[src/rtl/pipe_sched.sv]
// Pipeline scheduler: MDU busy counter plus F/D/E stall, flush and exception-redirect control.
// Optional PIPE_SCHED_PERF_EN adds a 32-bit stall cycle counter output (stall_cnt).
module pipe_sched #(
    parameter int unsigned MULT_CYC = 5,
    parameter int unsigned DIV_CYC  = 10
) (
    input  logic       clk,
    input  logic       reset,
    input  logic       stall_hazard,
    input  logic       md_start_E,
    input  logic [1:0] md_type_E,
    input  logic       md_use_D,
    input  logic       exc_req,
    output logic       En_F,
    output logic       En_D,
    output logic       flush_E,
    output logic       req_F,
    output logic       md_busy,
    output logic [3:0] md_cnt
`ifdef PIPE_SCHED_PERF_EN
    ,
    output logic [31:0] stall_cnt
`endif
);

    localparam logic [3:0] MULT_LD = 4'(MULT_CYC);
    localparam logic [3:0] DIV_LD  = 4'(DIV_CYC);

    typedef enum logic {IDLE, BUSY} state_t;

    state_t     state_q, state_d;
    logic [3:0] cnt_q, cnt_d;
    logic       stall;

    always_ff @(posedge clk or negedge reset) begin
        if (!reset) begin
            state_q <= IDLE;
            cnt_q   <= '0;
        end else begin
            state_q <= state_d;
            cnt_q   <= cnt_d;
        end
    end

    always_comb begin
        state_d = state_q;
        cnt_d   = cnt_q;
        unique case (state_q)
            IDLE: begin
                // A start cancelled by an exception in the same cycle never loads.
                if (md_start_E && !exc_req) begin
                    cnt_d   = md_type_E[1] ? DIV_LD : MULT_LD;
                    state_d = (cnt_d != '0) ? BUSY : IDLE;
                end
            end
            BUSY: begin
                if (cnt_q <= 4'd1) begin
                    cnt_d   = '0;
                    state_d = IDLE;
                end else begin
                    cnt_d = cnt_q - 4'd1;
                end
            end
            default: begin
                state_d = IDLE;
                cnt_d   = '0;
            end
        endcase
    end

    always_comb begin
        md_busy = 1'b0;
        stall   = 1'b0;
        En_F    = 1'b1;
        En_D    = 1'b1;
        flush_E = 1'b0;
        req_F   = 1'b0;
        // Reset overrides every input so the pipeline free-runs cleanly out of reset.
        if (reset) begin
            md_busy = (cnt_q != '0) | md_start_E;
            stall   = stall_hazard | (md_use_D & md_busy);
            if (exc_req) begin
                req_F   = 1'b1;
                flush_E = 1'b1;
            end else if (stall) begin
                En_F    = 1'b0;
                En_D    = 1'b0;
                flush_E = 1'b1;
            end
        end
    end

    assign md_cnt = cnt_q;

`ifdef PIPE_SCHED_PERF_EN
    logic [31:0] stall_cnt_q;

    always_ff @(posedge clk or negedge reset) begin
        if (!reset) begin
            stall_cnt_q <= '0;
        end else if (stall && !exc_req) begin
            stall_cnt_q <= stall_cnt_q + 32'd1;
        end
    end

    assign stall_cnt = stall_cnt_q;
`endif

endmodule
[config.mk]
export PLATFORM = sky130hd
export DESIGN_NAME = pipe_sched
export DESIGN_NICKNAME = d
export VERILOG_FILES = /design/src/rtl/pipe_sched.sv
export SDC_FILE = /design/constraint.sdc
export NUM_CORES = 1
export LEC_CHECK = 0
export CAP_MARGIN = 10
export CORE_ASPECT_RATIO = 0.8
export CORE_UTILIZATION = 25
export DETAILED_ROUTE_END_ITERATION = 8
export PLACE_DENSITY = 0.52
export REMOVE_ABC_BUFFERS = 1
export SYNTH_ARGS = -nofsm -noshare
export SYNTH_HDL_FRONTEND = slang
export SYNTH_SLANG_ARGS = --single-unit
[constraint.sdc]
create_clock -name clk -period 2.44 [get_ports clk]
set_clock_uncertainty 0.15 [all_clocks]
set_input_delay 0.244 -clock clk [delete_from_list [all_inputs] [get_ports clk]]
set_output_delay 0.244 -clock clk [all_outputs]
set_load 0.1 [all_outputs]
Figure 1. Signal wires by layer.
Two of the layers only.
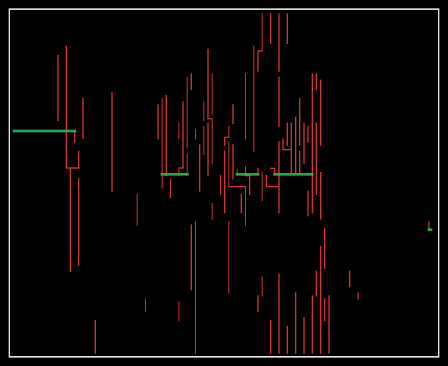
M3 -> green  # wire length 16.1 µm
M2 -> red  # wire length 412 µm

Figure 2. I/O pins on the die edge.
Pins as bars across the die edge, other pins in gray.
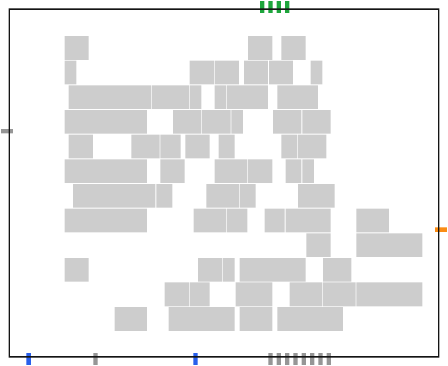
md_type_E -> blue  # pins 2, direction input, edge south
md_cnt -> green  # pins 4, direction output, edge north
md_start_E -> orange  # pins 1, direction input, edge east
all pins by edge = 11 south, 4 north, 1 west, 1 east
Die Y-Extent: 38.2 µm
die width: 47.2 µm
# port buffers: 15

==> cells in the mapped netlist (all sizes together) (2+ instances only) <==
cell / number
buf: 2
dfrtp: 5
nor3: 2
ha: 2
and2: 2
o311ai: 2
nand2b: 2
a21oi: 2
inv: 5
==> how the worst max path moves through the flow <==
stage / startpoint / endpoint / slack, ns / cells past startpoint
after floorplan: md_cnt[0] / En_D / -1.04 / 5
after global placement: md_start_E / En_D / 0.21 / 5
after detailed placement: md_start_E / En_D / 0.24 / 5
after CTS: md_cnt[1] / En_D / 0.02 / 6
after global routing: md_cnt[1] / En_D / 0.02 / 6
final: md_cnt[1] / En_D / 0.12 / 6
==> cell usage in the layout (no fill, tap or decap) <==
master           netlist  layout
buf_4                  1       7
clkdlybuf4s50_1        0       6
inv_1                  5       5
dfrtp_1                5       5
buf_12                 0       5
clkbuf_4               0       3
nand2b_1               2       2
nor3_1                 2       2
o311ai_0               2       2
ha_1                   2       2
nor2_1                 1       1
o31ai_1                1       1
o21ai_0                1       1
or4b_4                 1       1
and2_2                 1       1
and2_1                 1       1
a21oi_2                1       1
a21boi_1               1       1
or3b_4                 0       1
nor2b_1                1       1
mux2i_1                1       1
and4b_2                1       1
a211o_2                1       1
o2111ai_1              1       1
o31a_1                 1       1
nand3b_1               1       1
nand3_1                1       1
o21bai_1               1       1
a2bb2oi_1              1       1
o311a_2                1       1
a21oi_1                1       1
o22a_1                 1       1
clkbuf_1               1       1
==> state kept, by name (all words and copies together), names as in the netlist <==
register and cells:
state_q 1, md_cnt 4
==> metal layers <==
| metal | share of wire (%) | vias to the layer above | GRT usage (%) |
|---|---|---|---|
| met5 | 0 | - | 0 |
| met4 | 0 | 0 | 6.43 |
| met3 | 1.7 | 0 | 2.83 |
| met2 | 44 | 8 | 15.4 |
| met1 | 54 | 174 | 18.7 |
| li1 | - | 199 | - |
==> repair_timing <==
item,4_1_cts,5_1_grt
hold buffers,0,0
resized,0,1
endpoints found under the setup margin,0,2
==> kinds of logic (layout without fill, tap and decap cells) <==
family	count (synthesis)	count (layout)	synth area share [%]
adders and majority gates	2	2	6.12
buffers and inverters	8	27	10.1
muxes	1	1	2.45
AOI/OAI and AO/OA	14	14	28.1
DFF	5	5	30.6
and+or+nand+nor	13	13	22.6
==> cell type report <==
class,instances,area (µm²),share of cell area [%]
inverters,5,18.8,2.87
repair buffers,18,213,32.5
multi-input cells,30,245,37.5
well taps,21,26.3,4.02
flip-flops and latches,5,125,19.1
clock buffers,4,26.3,4.02
==> through the flow <==
stage          utilization [%]  setup WS (ns)  instances  setup TNS, ns
2_1_floorplan                -          -1.04         40          -3.11
3_3_place_gp              43.0          0.214         79              0
3_5_place_dp              43.0          0.242         79              0
4_1_cts                   44.8         0.0212         83              0
5_1_grt                   44.9         0.0165         83              0
6_report                  44.9          0.115         83              0
==> results.py <==
# Metrics from the implementation run
metrics = {
    "clocking": {
        "path_clk_slew_ns": 0.04,
        "root_buffer": "clkbuf_4",
        "cts_tree": "yes",
        "cts_setup_buffers": 0,
        "clockBufferDepth": 2,
        "clock_latency_ns": 0.23,
        "numCtsBuffers": 3,
        "htreeDepth": 1,
        "clock_sinks": 5,
    },
    "yosys": {
        "syn_avg_cell_area_um2": 9.51,
        "yosysTopAreaCellShare_pct": 30.6,
        "syn_inst": 43,
        "flop_cell": "dfrtp_1",
        "synth.cell_area_um2": 409,
        "yosys_area_um2": 409,
        "edf_count": 0,
        "netlist-cell-type-count": 31,
        "ys_seq_elements": 5,
        "topCellsByArea": "dfrtp_1 31%, ha_1 6.1%, inv_1 4.6%",
        "ys_seq_share_pct": 30.6,
        "postSynth.asyncResetShare_pct": 100,
        "yosys_cells": 43,
    },
    "final_timing": {
        "fmax_mhz": 430,
        "slew_headroom_pct": 75.7,
        "tightest_slew_ns": 0.365,
        "period_used_pct": 95.3,
        "finalSetupViolations": 0,
        "period_minus_slack_ns": 2.32,
        "hold_violations": 0,
        "grt_setup_unrepaired": "false",
    },
    "finish": {
        "area_growth_pct": 59.9,
        "fin_area_um2": 654,
        "layout.nets": 73,
        "drive_gt1_share_pct": 35.5,
    },
    "flow_run": {
        "max-cap-violations": 0,
    },
    "critical_path": {
        "critical_path.max_stage_delay_ns": 0.49,
        "reg2reg_depth": 5,
        "start_kind": "register",
        "cp_num_buf_inv": 2,
        "worstSetupPathType": "register to output port",
        "arrival_ns": 1.93,
        "r2r_setup_slack_ns": 0.87,
        "crit_path_end_kind": "output port",
        "crit_family": "simple AND/OR/NAND/NOR gates",
        "path_max_fanout": 4,
        "worstPathCellList": "inv_1, ha_1, or4b_4, a21oi_2, or3b_4, buf_12",
        "slowest_stage": "or4b_4",
        "worstPathRequired_ns": 2.05,
    },
    "routing": {
        "vias": 381,
        "drcViolationCount": 0,
        "wire_per_inst_um": 11.3,
        "via_per_inst": 4.59,
        "wl_um": 938,
        "dr.pass1.iters": 4,
    },
    "die": {
        "fp_util_pct": 28.1,
        "core_mm2": 0.00146,
        "ios": 17,
        "placementRows": 12,
        "die_area_mm2": 0.00180,
    },
    "grt": {
        "grt_pass1_wl_um": 1500,
        "grt_pass1_vias": 333,
        "grtUsageTotal_pct": 12.3,
        "gr-total-overflow": 0,
        "antenna_found_initial": 0,
        "grt_start_max_net_pins": 15,
    },
    "place": {
        "place_congestion": 0.708,
        "placed_cell_area_um2": 626,
    },
    "outcome": {
        "status": "completed",
    },
}
